`config.mk`:
```
export PLATFORM = sky130hd
export DESIGN_NAME = rv32i_pipe_follower
export DESIGN_NICKNAME = d
export VERILOG_FILES = /design/src/rtl/rv32i_pipe_follower.sv
export SDC_FILE = /design/constraint.sdc
export NUM_CORES = 1
export LEC_CHECK = 0
export CAP_MARGIN = 20
export CORE_ASPECT_RATIO = 0.5
export CORE_UTILIZATION = 35
export DETAILED_ROUTE_END_ITERATION = 8
export SYNTH_ARGS = -nofsm -noshare
export SYNTH_HDL_FRONTEND = slang
export SYNTH_SLANG_ARGS = --single-unit
```
`constraint.sdc`:
```
create_clock -name HCLK -period 3.6 [get_ports HCLK]
set_input_delay 0.72 -clock HCLK [delete_from_list [all_inputs] [get_ports HCLK]]
set_output_delay 0.72 -clock HCLK [all_outputs]
set_load 0.02 [all_outputs]
```
`src/rtl/rv32i_pipe_follower.sv`:
```
`default_nettype none
// ============================================================================
// Module   : rv32i_pipe_follower
// Brief    : Shadow pipeline that mirrors RV32I fetch through WB under the
//            core's stall/flush control and checks retirement PC flow.
// Revision : 1.0 - initial release
// ============================================================================
module rv32i_pipe_follower #(
  parameter int              XLEN      = 32,
  parameter int              STAGES    = 6,
  parameter int              SEQW      = 8,
  parameter int              CHECK_PC0 = 0,
  parameter logic [XLEN-1:0] PC_INIT   = 'h200
) (
  input  logic              HCLK,
  input  logic              HRESETn,
  input  logic              if_valid_i,
  input  logic [31:0]       if_inst_i,
  input  logic [XLEN-1:0]   if_pc_i,
  input  logic [STAGES-1:0] stall_i,
  input  logic [STAGES-1:0] flush_i,
  input  logic [XLEN-1:0]   dut_wb_pc_i,
  output logic              wb_valid_o,
  output logic [31:0]       wb_inst_o,
  output logic [XLEN-1:0]   wb_pc_o,
  output logic [SEQW-1:0]   wb_seq_o,
  output logic              retire_o,
  output logic [31:0]       retire_cnt_o,
  output logic              pc_err_o,
  output logic              follow_err_o
);

  localparam logic [6:0]      c_op_jal    = 7'b1101111;
  localparam logic [6:0]      c_op_jalr   = 7'b1100111;
  localparam logic [6:0]      c_op_branch = 7'b1100011;
  localparam logic [31:0]     c_ecall     = 32'h0000_0073;
  localparam logic [31:0]     c_ebreak    = 32'h0010_0073;
  localparam logic [XLEN-1:0] c_four      = XLEN'(4);

  logic                w_slot_valid [STAGES];
  logic [31:0]         w_slot_inst  [STAGES];
  logic [XLEN-1:0]     w_slot_pc    [STAGES];
  logic [SEQW-1:0]     w_slot_seq   [STAGES];

  logic [SEQW-1:0]     r_seq;
  logic                w_if_load;

  assign w_if_load = ~flush_i[0] & ~stall_i[0];

  always_ff @(posedge HCLK or negedge HRESETn) begin
    if (!HRESETn) begin
      r_seq <= '0;
    end else if (w_if_load && if_valid_i) begin
      r_seq <= r_seq + SEQW'(1);
    end
  end

  // Payload fields only move with a valid instruction so WB holds its last value.
  for (genvar k = 0; k < STAGES; k++) begin : g_slot
    logic            r_valid;
    logic [31:0]     r_inst;
    logic [XLEN-1:0] r_pc;
    logic [SEQW-1:0] r_seq_tag;

    if (k == 0) begin : g_if
      always_ff @(posedge HCLK or negedge HRESETn) begin
        if (!HRESETn) begin
          r_valid   <= 1'b0;
          r_inst    <= '0;
          r_pc      <= '0;
          r_seq_tag <= '0;
        end else if (flush_i[k]) begin
          r_valid <= 1'b0;
        end else if (!stall_i[k]) begin
          r_valid <= if_valid_i;
          if (if_valid_i) begin
            r_inst    <= if_inst_i;
            r_pc      <= if_pc_i;
            r_seq_tag <= r_seq;
          end
        end
      end
    end else begin : g_tail
      always_ff @(posedge HCLK or negedge HRESETn) begin
        if (!HRESETn) begin
          r_valid   <= 1'b0;
          r_inst    <= '0;
          r_pc      <= '0;
          r_seq_tag <= '0;
        end else if (flush_i[k]) begin
          r_valid <= 1'b0;
        end else if (!stall_i[k]) begin
          if (stall_i[k-1]) begin
            r_valid <= 1'b0;
          end else begin
            r_valid <= w_slot_valid[k-1];
            if (w_slot_valid[k-1]) begin
              r_inst    <= w_slot_inst[k-1];
              r_pc      <= w_slot_pc[k-1];
              r_seq_tag <= w_slot_seq[k-1];
            end
          end
        end
      end
    end

    assign w_slot_valid[k] = r_valid;
    assign w_slot_inst[k]  = r_inst;
    assign w_slot_pc[k]    = r_pc;
    assign w_slot_seq[k]   = r_seq_tag;
  end

  assign wb_valid_o = w_slot_valid[STAGES-1];
  assign wb_inst_o  = w_slot_inst[STAGES-1];
  assign wb_pc_o    = w_slot_pc[STAGES-1];
  assign wb_seq_o   = w_slot_seq[STAGES-1];
  assign retire_o   = wb_valid_o & ~stall_i[STAGES-1] & ~flush_i[STAGES-1];

  // Next-PC prediction for the retiring instruction.
  logic [6:0]      w_opcode;
  logic [XLEN-1:0] w_imm_j;
  logic [XLEN-1:0] w_imm_b;
  logic [XLEN-1:0] w_pc_seq;
  logic [XLEN-1:0] w_nxt_pc0;
  logic [XLEN-1:0] w_nxt_pc1;
  logic            w_nxt_known;

  assign w_opcode = wb_inst_o[6:0];
  assign w_imm_j  = {{(XLEN-21){wb_inst_o[31]}}, wb_inst_o[31], wb_inst_o[19:12],
                     wb_inst_o[20], wb_inst_o[30:21], 1'b0};
  assign w_imm_b  = {{(XLEN-13){wb_inst_o[31]}}, wb_inst_o[31], wb_inst_o[7],
                     wb_inst_o[30:25], wb_inst_o[11:8], 1'b0};
  assign w_pc_seq = wb_pc_o + c_four;

  always_comb begin
    w_nxt_pc0   = w_pc_seq;
    w_nxt_pc1   = w_pc_seq;
    w_nxt_known = 1'b1;
    if (w_opcode == c_op_jal) begin
      w_nxt_pc0 = wb_pc_o + w_imm_j;
      w_nxt_pc1 = wb_pc_o + w_imm_j;
    end else if (w_opcode == c_op_branch) begin
      w_nxt_pc1 = wb_pc_o + w_imm_b;
    end else if (w_opcode == c_op_jalr || wb_inst_o == c_ecall || wb_inst_o == c_ebreak) begin
      w_nxt_known = 1'b0;
    end
  end

  logic            r_exp_known;
  logic [XLEN-1:0] r_exp_pc0;
  logic [XLEN-1:0] r_exp_pc1;
  logic            r_pc_err;
  logic            r_follow_err;
  logic [31:0]     r_retire_cnt;

  // The check compares against the tracker state from before this retirement.
  always_ff @(posedge HCLK or negedge HRESETn) begin
    if (!HRESETn) begin
      r_exp_known <= (CHECK_PC0 != 0);
      r_exp_pc0   <= PC_INIT;
      r_exp_pc1   <= PC_INIT;
      r_pc_err    <= 1'b0;
    end else if (retire_o) begin
      r_exp_known <= w_nxt_known;
      r_exp_pc0   <= w_nxt_pc0;
      r_exp_pc1   <= w_nxt_pc1;
      if (r_exp_known && wb_pc_o != r_exp_pc0 && wb_pc_o != r_exp_pc1) begin
        r_pc_err <= 1'b1;
      end
    end else if (|flush_i) begin
      r_exp_known <= 1'b0;
    end
  end

  always_ff @(posedge HCLK or negedge HRESETn) begin
    if (!HRESETn) begin
      r_follow_err <= 1'b0;
    end else if (wb_valid_o && wb_pc_o != dut_wb_pc_i) begin
      r_follow_err <= 1'b1;
    end
  end

  always_ff @(posedge HCLK or negedge HRESETn) begin
    if (!HRESETn) begin
      r_retire_cnt <= '0;
    end else if (retire_o && r_retire_cnt != '1) begin
      r_retire_cnt <= r_retire_cnt + 32'd1;
    end
  end

  assign retire_cnt_o = r_retire_cnt;
  assign pc_err_o     = r_pc_err;
  assign follow_err_o = r_follow_err;

endmodule
`default_nettype wire

```
==> impl_metrics.csv, run 1 <==
group,metric,value,unit
layout,drive_gt1_frac,0.268,
drt,drt-vias-per-instance,5.16,
layout,layout.nets,2477,
layout,number_of_diodes_added_for_antenna_fixing,0,
die,floorplanUtilization,0.356,
final_timing,hold-worst-slack,0.132,ns
worst_setup_path,worst-path-max-fanout,10,
logic_synthesis,seq_total_area_yosys,0.535,
logic_synthesis,post_synth_inst_count,2088,
pwr,p_comb_frac,0.059,
logic_synthesis,synth-seq-cells,544,
worst_setup_path,critPathRequiredTime,4.06,ns
final_timing,timing.final.max_slew_violations,0,
clock_tree,cts-buffers-inserted,51,
logic_synthesis,synthesis.nets,2247,
job,warnings,26,
logic_synthesis,synthesis.area,25500,µm²
grt,grt_first_pass_wirelength,108000,µm
clock_tree,clock_tree.buffer_depth,3,
min_path,hp-class,"in -> async",
layout,mi_logic_area,11300,µm²
grt,first_global_vias,17000,
clock_tree,tritoncts,"done",
pwr,pg_clk,5.68,mW
worst_setup_path,worst_setup_path_end_kind,"register",
final_timing,slew_headroom,0.399,
final_timing,max_frequency,297,MHz
drt,drt_iter0_markers,1254,
die,floorplan.rows,69,
worst_setup_path,max_stage_delay,0.53,ns
pwr,p_comb,0.779,mW
run_status,status,"finished, violations left",
die,num_io_pins,219,
worst_setup_path,buffer_and_inverter_tally_for_the_worst_setup_path,1,
drt,drt.antenna.violating_nets,0,
grt,grt_max_degree,93,
run_status,failed_checks,"design-rule violations",
worst_setup_path,cell_breakdown_of_the_critical_path,"buf_4 > ha_1 > a211o_1 > a21oi_1 > nand3_1 > a221oi_1 > o21ai_0 > a21oi_1 > xnor2_1 > nand3_1 > o311ai_0",
pwr,power_density,428,nW/µm²
logic_synthesis,area_leaders,"dfrtp_1 (53%), mux2_2 (19%), xnor2_1 (4.1%), xor2_1 (3.1%), ha_1 (2.3%)",
grt,grt_antenna_before_repair,1,
final_timing,final-setup-viol-count,0,
pwr,power.switching,3.02,mW
logic_synthesis,yosysWarningCount,0,
final_timing,timing.clock.skew,0.0622,ns
clock_tree,clk_pin_slew_worst_paths,0.07,ns
clock_tree,clockRootBuffer,"clkbuf_16",
drt,drc,2,
clock_tree,htreeDepth,2,
logic_synthesis,yosysTopAreaCellShare,0.533,
worst_setup_path,timing_worst_setup_path_type,"reg -> reg",
worst_setup_path,timing.critical_path.from_type,"register",
pwr,power.sequential.fraction,0.513,
placed_design,place_inst,3223,
die,die_area,73900,µm²
layout,final.fill_count,6660,
logic_synthesis,synth_area_per_cell,12.2,µm²
placed_design,placement.io_buffers,218,
final_timing,hold_viol_final,0,
logic_synthesis,synth.yosys.num_cells,2088,
worst_setup_path,critical_path.slowest_cell,"a221oi_1",
layout,area_growth_syn_to_layout,21.7,%
pwr,switching_share,0.227,
final_timing,min_period,3.37,ns
logic_synthesis,flop_cell,"dfrtp_1",
grt,gr-total-overflow,0,
logic_synthesis,yosys.cell_count.top_type,"dfrtp_1",
logic_synthesis,synth-area-yosys,25500,µm²
final_timing,post-route-period-util,0.936,
final_timing,tightestPinTransition,0.902,ns
clock_tree,clock_sink_count,544,
placed_design,detailed_place_hpwl,50300,µm
-- run 1: repair_timing --
action / in CTS / in global routing
setup buffers: 0 / 0
endpoints found under the hold margin: 0 / 0
endpoints found under the setup margin: 0 / 3
resized: 0 / 3
-- run 1: final cells by class --
cell class,count,area share
sequential,544,0.440
multi-input combinational,1391,0.365
timing repair buffer,302,0.0966
clock buffer,69,0.0466
tap,958,0.0387
clock inverter,19,0.0102
inverter,28,0.00339
-- run 1: final timing paths --
kind	slack [ns]	cells past startpoint	from	endpoint
worst max-delay path	0.23	11	wb_inst_o[31]	r_exp_pc1[29]
worst min-delay path	0.13	1	HRESETn	g_slot[2].r_pc[1]
worst max register to register	0.23	11	wb_inst_o[31]	r_exp_pc1[29]
worst min register to register	0.46	1	r_seq[7]	r_seq[7]
max in group asynchronous	2.53	2	HRESETn	pc_err_o
min in group HCLK	0.46	1	r_seq[7]	r_seq[7]
-- run 1: registers in the layout, summed over array words and instances, names as in the netlist --
signal / cells
follow_err_o: 1
g_slot.r_inst: 160
g_slot.r_pc: 160
g_slot.r_seq_tag: 40
g_slot.r_valid: 5
pc_err_o: 1
r_exp_known: 1
r_exp_pc0: 32
r_exp_pc1: 31
r_seq: 8
retire_cnt_o: 32
wb_inst_o: 32
wb_pc_o: 32
wb_seq_o: 8
wb_valid_o: 1
-- run 1: kinds of logic (layout without fill, tap and decap cells) --
logic type,after synthesis,after routing,synth area share
compound gates,281,281,0.0724
xor+xnor,208,208,0.0716
simple gates,423,423,0.0824
buf+inv,153,418,0.0239
fa+ha+maj,48,48,0.0242
mux,431,431,0.191
flops,544,544,0.535
-- run 1: cells in the final DEF (no fill, tap or decap), types with 38 or more instances in the layout --
cell type,netlist,final
nand2_1,118,116
xnor2_1,119,119
nor2_1,109,108
clkbuf_16,0,51
buf_4,5,70
nand4_1,39,39
mux2_2,429,429
dfrtp_1,542,541
o21ai_0,58,58
xor2_1,89,89
a21oi_1,91,91
nand3_1,38,38
ha_1,46,46
clkdlybuf4s50_1,0,217
-- run 1: metal layers --
layer	vias to the layer above	global-route usage	share of wire
li1	7886	-	-
met1	8749	0.272	0.47
met2	334	0.304	0.46
met3	102	0.0264	0.038
met4	0	0.0541	0.025
met5	-	0	0
-- run 1: worst register-to-register path, delay by kind of cell, from the launching register on --
kind	cells	cell delay, ns
AND-OR/OR-AND	6	1.68
XOR/XNOR	1	0.13
adder cells (fa/ha/maj)	1	0.43
buffers and inverters	1	0.21
flip-flops	1	0.51
AND/OR/NAND/NOR	2	0.25
-- run 1: through the flow --
stage / cell area [µm²] / total power, mW / worst slack [ns] / utilization
after CTS: 31000 / 13.4 / 0.183 / 0.433
after global placement: 29200 / 7.70 / 0.294 / 0.408
after detailed placement: 29200 / 7.73 / 0.224 / 0.408
final: 31000 / 13.3 / 0.229 / 0.433
after floorplan: 25500 / 7.28 / 0.399 / -
after global routing: 31000 / 13.8 / 0.0466 / 0.433
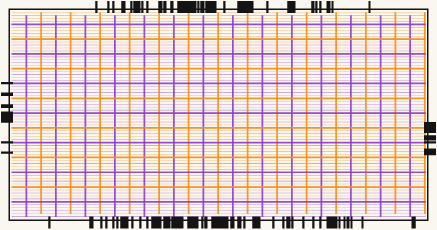
*Supply network, run 1*
Pins as bars on the die edge.
| net | color |
|---|---|
| VSS | purple |
| VDD | orange |
signal pins: 219
rows: 69
met4 straps: 28
met5 straps: 13
met1 rails: 70
width of the chip: 383 µm
peak supply drop: 383 µV
Chip Height: 193 µm
placeable core area: 71500 µm²

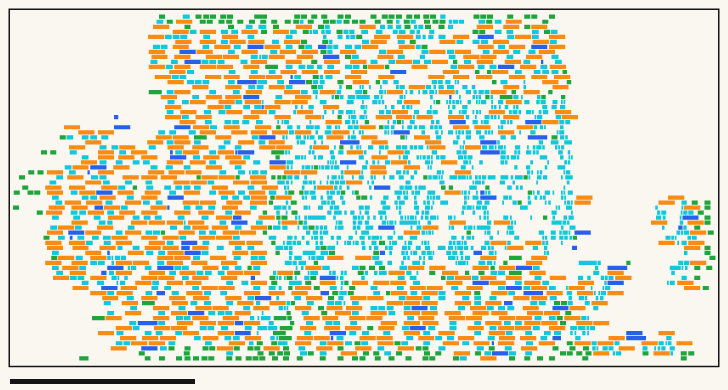
*Cells colored by class, run 1*
Bar = 100 µm.
| class | color | cells |
|---|---|---|
| other buffers and delay cells | green | 302 |
| flip-flops | orange | 544 |
| clock drivers and dummy loads | blue | 88 |
| all other logic | cyan | 1419 |
final non-filler cell area: 31000 µm²
Seq area share: 0.440
fin util: 0.433

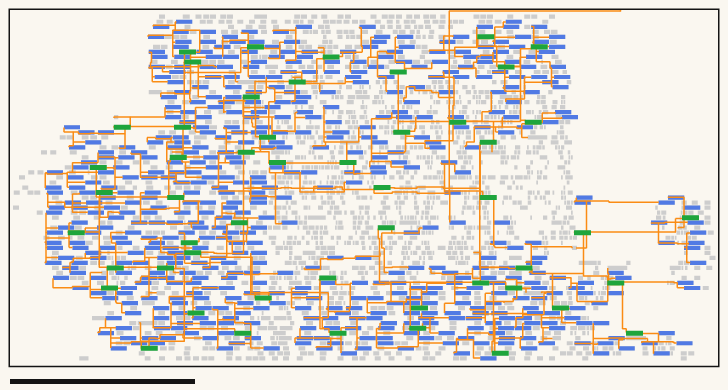
*Clock wires, drivers and flops, run 1*
Bar = 100 µm.
[cells driving clock nets] green | count: 51
[flip-flops] blue | count: 544
[clock wires] orange | length: 7050 µm
routed clock nets: 52
portion of total power attributed to the clock network: 0.428
Clk Latency, worst-skew pair: 0.64 ns

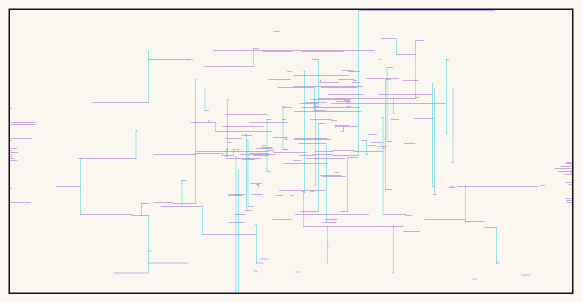
*Wiring by layer, run 1*
Two of the layers only.
| layer | color | wire length |
|---|---|---|
| met4 | cyan | 1770 µm |
| met3 | purple | 2680 µm |
global routing usage summed across all routing layers: 0.191
per-cell routed wire length: 21.2 µm
total via count in the routed design: 17100

==> run 1 -> run 2 <==
- SLEW_MARGIN: default -> 20
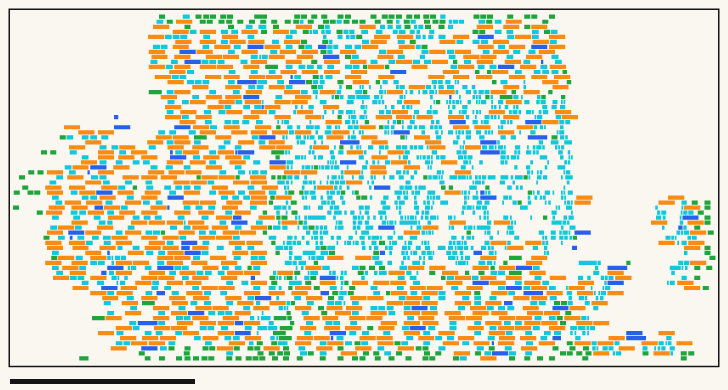
*Cells colored by class, run 2*
Bar = 100 µm.
| class | color | cells |
|---|---|---|
| all other logic | cyan | 1419 |
| flip-flops | orange | 544 |
| clock drivers and dummy loads | blue | 88 |
| other buffers and delay cells | green | 302 |
Cell Rows: 69

==> run 2 against run 1 <==
  * The flow still finishes with violations (design-rule violations)
  * Non-clock buffer count is the same
  * Largest cell class unchanged
  * Die area is the same
  * Clock power is essentially flat
  * Worst hold slack is the same
  * Final area is the same
  * Maximum frequency is the same
  * Critical path depth is the same
  * Sequential cell count is the same
  * Clock skew is the same
==> impl_metrics.csv, run 2 <==
group,metric,value,unit
logic_synthesis,synth-area-yosys,25500,µm²
final_timing,post-route-period-util,0.936,
die,die_area,73900,µm²
drt,drt.antenna.violating_nets,0,
drt,drt_iter0_markers,1254,
logic_synthesis,flop_cell,"dfrtp_1",
logic_synthesis,synthesis.area,25500,µm²
worst_setup_path,critPathRequiredTime,4.06,ns
logic_synthesis,synth-seq-cells,544,
worst_setup_path,worst_setup_path_end_kind,"register",
final_timing,hold_viol_final,0,
pwr,total_power,13.3,mW
logic_synthesis,post_synth_inst_count,2088,
logic_synthesis,synth.yosys.num_cells,2088,
pwr,power_density,428,nW/µm²
final_timing,tightestPinTransition,0.902,ns
clock_tree,htreeDepth,2,
drt,drc,2,
layout,final.fill_count,6660,
final_timing,final-setup-viol-count,0,
run_status,status,"finished, violations left",
drt,route.detailed.wl_per_inst,21.2,µm
grt,grt_antenna_before_repair,1,
grt,grt_first_pass_wirelength,108000,µm
clock_tree,clock_tree.buffer_depth,3,
logic_synthesis,area_leaders,"dfrtp_1 (53%), mux2_2 (19%), xnor2_1 (4.1%), xor2_1 (3.1%), ha_1 (2.3%)",
grt,grt_max_degree,93,
placed_design,place_inst,3223,
worst_setup_path,worst-path-max-fanout,10,
placed_design,detailed_place_hpwl,50300,µm
die,fp.dieW,383,µm
worst_setup_path,timing.reg2reg.setup_slack,0.23,ns
layout,largest_registers,"g_slot.r_inst x160, g_slot.r_pc x160, g_slot.r_seq_tag x40",
final_timing,timing.clock.skew,0.0622,ns
die,placeable_core_area,71500,µm²
die,num_io_pins,219,
logic_synthesis,yosysTopAreaCellShare,0.533,
clock_tree,cts-buffers-inserted,51,
logic_synthesis,yosysWarningCount,0,
layout,drive_gt1_frac,0.268,
worst_setup_path,critical_path.slowest_cell,"a221oi_1",
die,floorplanUtilization,0.356,
drt,drt-vias-per-instance,5.16,
job,warnings,26,
clock_tree,clock_sink_count,544,
clock_tree,clk_pin_slew_worst_paths,0.07,ns
final_timing,max_frequency,297,MHz
die,dieHeight,193,µm
layout,finalInstanceArea,31000,µm²
min_path,hp-class,"in -> async",
grt,global_routing_usage_summed_across_all_routing_layers,0.191,
worst_setup_path,timing_worst_setup_path_type,"reg -> reg",
final_timing,slew_headroom,0.399,
logic_synthesis,seq_total_area_yosys,0.535,
layout,layout.cells.most_common,"dfrtp_1",
worst_setup_path,ff2ff_path_depth,11,
drt,via_count,17100,
run_status,failed_checks,"design-rule violations",
final_timing,hold-worst-slack,0.132,ns
layout,area_growth_syn_to_layout,21.7,%
layout,layout_top_cells,"dfrtp_1 (541), mux2_2 (429), clkdlybuf4s50_1 (217)",
clock_tree,clockRootBuffer,"clkbuf_16",
grt,first_global_vias,17000,
logic_synthesis,yosys.cell_count.top_type,"dfrtp_1",
pwr,max-vdd-ir-drop,383,µV
worst_setup_path,max_stage_delay,0.53,ns
[run 2: cell counts in the layout (fill, tap and decap cells not counted)]
Identical to the previous run, type by type.
[run 2: per-stage QoR]
| step | utilization | worst slack [ns] |
|---|---|---|
| floorplan | - | 0.399 |
| global placement | 0.408 | 0.294 |
| detailed placement | 0.408 | 0.224 |
| CTS | 0.433 | 0.183 |
| global route | 0.433 | 0.0466 |
| finish | 0.433 | 0.229 |
[run 2: kinds of logic after synthesis]
logic type	count (synthesis)	share of synthesized area
simple gates	423	0.0824
flops	544	0.535
mux	431	0.191
buf+inv	153	0.0239
xor+xnor	208	0.0716
compound gates	281	0.0724
fa+ha+maj	48	0.0242
[run 2: worst max path at each step]
stage,from,to,cells past startpoint
after floorplan,wb_pc_o[2],r_exp_pc1[31],12
after global placement,wb_inst_o[8],r_exp_pc1[31],12
after detailed placement,wb_inst_o[31],r_exp_pc1[29],10
after CTS,wb_inst_o[21],r_exp_pc1[23],12
after global routing,wb_inst_o[21],r_exp_pc1[23],12
final,wb_inst_o[31],r_exp_pc1[29],11
[run 2: where the power goes]
group / switching (mW) / leakage (nW) / internal [mW]
clock network: 2.47 / 0.844 / 3.20
logic: 0.294 / 6.08 / 0.485
registers: 0.248 / 7.32 / 6.57
[run 2: layer usage]
metal / GRT usage / wire, µm / up-vias
met2: 0.304 / 32500 / 334
met4: 0.0541 / 1770 / 0
met5: 0 / 0 / -
met3: 0.0264 / 2680 / 102
li1: - / - / 7886
met1: 0.272 / 33100 / 8749
[run 2: cell type report]
class	count	area share
inverter	28	0.00339
sequential	544	0.440
tap	958	0.0387
clock inverter	19	0.0102
clock buffer	69	0.0466
timing repair buffer	302	0.0966
multi-input combinational	1391	0.365
[run 2: what timing repair did]
item / in CTS / in global routing
endpoints found under the setup margin: 0 / 3
resized: 0 / 3
hold buffers: 0 / 0
buffers inserted: 0 / 0
==> run 2 -> run 3 <==
- ABC_CLOCK_PERIOD_IN_PS: default -> 3600
- CAP_MARGIN: 20 -> 15
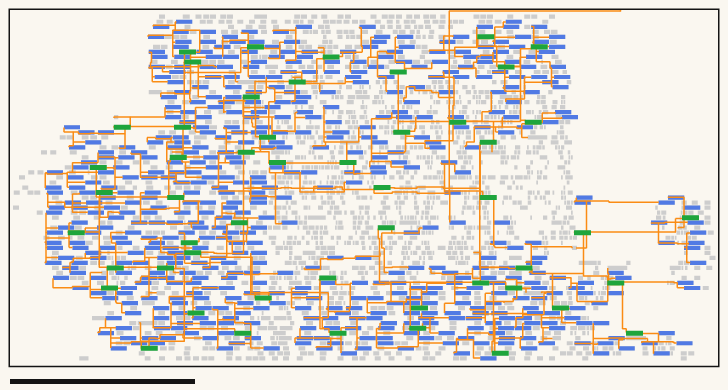
*Clock wires, drivers and flops, run 3*
Bar = 100 µm.
[flip-flops] blue | count: 544
[clock wires] orange | length: 7050 µm
[cells driving clock nets] green | count: 51
routed clock nets: 52
Clock Skew: 0.0622 ns
Clk. pwr: 5.68 mW

==> run 3 against run 2 <==
  * The run still ends with design-rule violations left
  * Clock-buffer cell count is the same
  * Sequential power is essentially flat
  * Sequential cell count is the same
  * First-iteration DRC count is the same
  * Die area is the same
  * Final area is the same
  * Global-route usage is the same
  * Combinational power is essentially flat
  * Core utilization is the same
  * Largest cell class unchanged
==> impl_metrics.csv, run 3 <==
group,metric,value,unit
run_status,status,"finished, violations left",
run_status,failed_checks,"design-rule violations",
clock_tree,cts-buffers-inserted,51,
worst_setup_path,critPathRequiredTime,4.06,ns
pwr,power_density,428,nW/µm²
final_timing,final-setup-viol-count,0,
logic_synthesis,synthesis.area,25500,µm²
clock_tree,clock_sink_count,544,
logic_synthesis,synth_cell_types,79,
die,fp.dieW,383,µm
placed_design,detailed_place_hpwl,50300,µm
grt,grt_max_degree,93,
clock_tree,clockRootBuffer,"clkbuf_16",
logic_synthesis,post_synth_inst_count,2088,
final_timing,post-route-period-util,0.936,
clock_tree,clock_tree.buffer_depth,3,
die,floorplan.rows,69,
drt,via_count,17100,
worst_setup_path,worst_setup_path_end_kind,"register",
logic_synthesis,area_leaders,"dfrtp_1 (53%), mux2_2 (19%), xnor2_1 (4.1%), xor2_1 (3.1%), ha_1 (2.3%)",
final_timing,hold_viol_final,0,
clock_tree,htreeDepth,2,
final_timing,tightestPinTransition,0.902,ns
final_timing,max_frequency,297,MHz
pwr,power.sequential.fraction,0.513,
layout,drive_gt1_frac,0.268,
drt,drc,2,
logic_synthesis,synth-area-yosys,25500,µm²
layout,post-route-util,0.433,
logic_synthesis,flop_cell,"dfrtp_1",
clock_tree,cts-hold-fix-buffers,0,
pwr,power.switching,3.02,mW
logic_synthesis,synth.yosys.num_cells,2088,
pwr,power.internal,10.3,mW
layout,final_cells,3311,
drt,drt-vias-per-instance,5.16,
job,warnings,26,
grt,grt_first_pass_wirelength,108000,µm
die,floorplanUtilization,0.356,
pwr,total_power,13.3,mW
placed_design,place_inst,3223,
grt,first_global_vias,17000,
layout,largest_registers,"g_slot.r_inst x160, g_slot.r_pc x160, g_slot.r_seq_tag x40",
logic_synthesis,yosysTopAreaCellShare,0.533,
drt,route.detailed.wl_per_inst,21.2,µm
worst_setup_path,timing.critical_path.from_type,"register",
logic_synthesis,synth-seq-cells,544,
clock_tree,cts_setup_buffers,0,
pwr,p_comb_frac,0.059,
logic_synthesis,seq_total_area_yosys,0.535,
layout,area_growth_syn_to_layout,21.7,%
grt,grt_antenna_before_repair,1,
worst_setup_path,timing_worst_setup_path_type,"reg -> reg",
logic_synthesis,yosys.cell_count.top_type,"dfrtp_1",
clock_tree,clk_pin_slew_worst_paths,0.07,ns
layout,finalInstanceArea,31000,µm²
min_path,hp-class,"in -> async",
layout,layout_top_cells,"dfrtp_1 (541), mux2_2 (429), clkdlybuf4s50_1 (217)",
die,die_area,73900,µm²
drt,drt_iter0_markers,1254,
die,placeable_core_area,71500,µm²
logic_synthesis,edf_count,0,
logic_synthesis,yosysWarningCount,0,
layout,layout.cells.most_common,"dfrtp_1",
[run 3: final timing paths]
path                               start                 to  slack, ns  depth (start not counted)
max                        wb_inst_o[31]      r_exp_pc1[29]       0.23                         11
min                              HRESETn  g_slot[2].r_pc[1]       0.13                          1
max reg2reg                wb_inst_o[31]      r_exp_pc1[29]       0.23                         11
min reg2reg                     r_seq[7]           r_seq[7]       0.46                          1
max in group asynchronous        HRESETn           pc_err_o       2.53                          2
min in group HCLK               r_seq[7]           r_seq[7]       0.46                          1
[run 3: cell families (layout without fill, tap and decap cells)]
| family | after synthesis | after routing | synth area share |
|---|---|---|---|
| fa+ha+maj | 48 | 48 | 0.0242 |
| mux | 431 | 431 | 0.191 |
| xor+xnor | 208 | 208 | 0.0716 |
| buf+inv | 153 | 418 | 0.0239 |
| flops | 544 | 544 | 0.535 |
| compound gates | 281 | 281 | 0.0724 |
| simple gates | 423 | 423 | 0.0824 |
[run 3: what timing repair did]
action	in CTS	in global routing
setup endpoints to repair	0	3
gates resized	0	3
endpoints found under the hold margin	0	0
[run 3: power groups by stage]
| stage | Combinational, mW | Clock (mW) | Sequential, mW |
|---|---|---|---|
| after floorplan | 0.449 | 0 | 6.83 |
| after global placement | 0.778 | 0 | 6.92 |
| after detailed placement | 0.799 | 0 | 6.93 |
| after CTS | 0.802 | 5.82 | 6.82 |
| after global routing | 0.870 | 6.07 | 6.88 |
| final | 0.779 | 5.68 | 6.81 |
[run 3: final cells by class]
| cell class | instances | area (µm²) |
|---|---|---|
| timing repair buffer | 302 | 2990 |
| clock buffer | 69 | 1440 |
| fill | 6660 | 40500 |
| clock inverter | 19 | 317 |
| inverter | 28 | 105 |
| sequential | 544 | 13600 |
| tap | 958 | 1200 |
| multi-input combinational | 1391 | 11300 |
[run 3: layer usage]
metal / GRT usage / part of all wire / vias up
met1: 0.272 / 0.47 / 8749
met4: 0.0541 / 0.025 / 0
li1: - / - / 7886
met3: 0.0264 / 0.038 / 102
met5: 0 / 0 / -
met2: 0.304 / 0.46 / 334
[run 3: critical path, cell delays in order (launching register included)]
cell	delay [ns]
dfrtp_2	0.51
buf_4	0.21
ha_1	0.43
a211o_1	0.30
a21oi_1	0.32
nand3_1	0.13
a221oi_1	0.53
o21ai_0	0.19
a21oi_1	0.19
xnor2_1	0.13
nand3_1	0.12
o311ai_0	0.14
[run 3: metrics by stage]
stage,hold WS (ns),setup slack [ns]
3_3_place_gp,0.455,0.294
4_1_cts,0.153,0.183
5_1_grt,0.173,0.0466
6_report,0.132,0.229
3_5_place_dp,0.455,0.224
2_1_floorplan,0.424,0.399
Power is estimated from default activity; no workload was simulated.
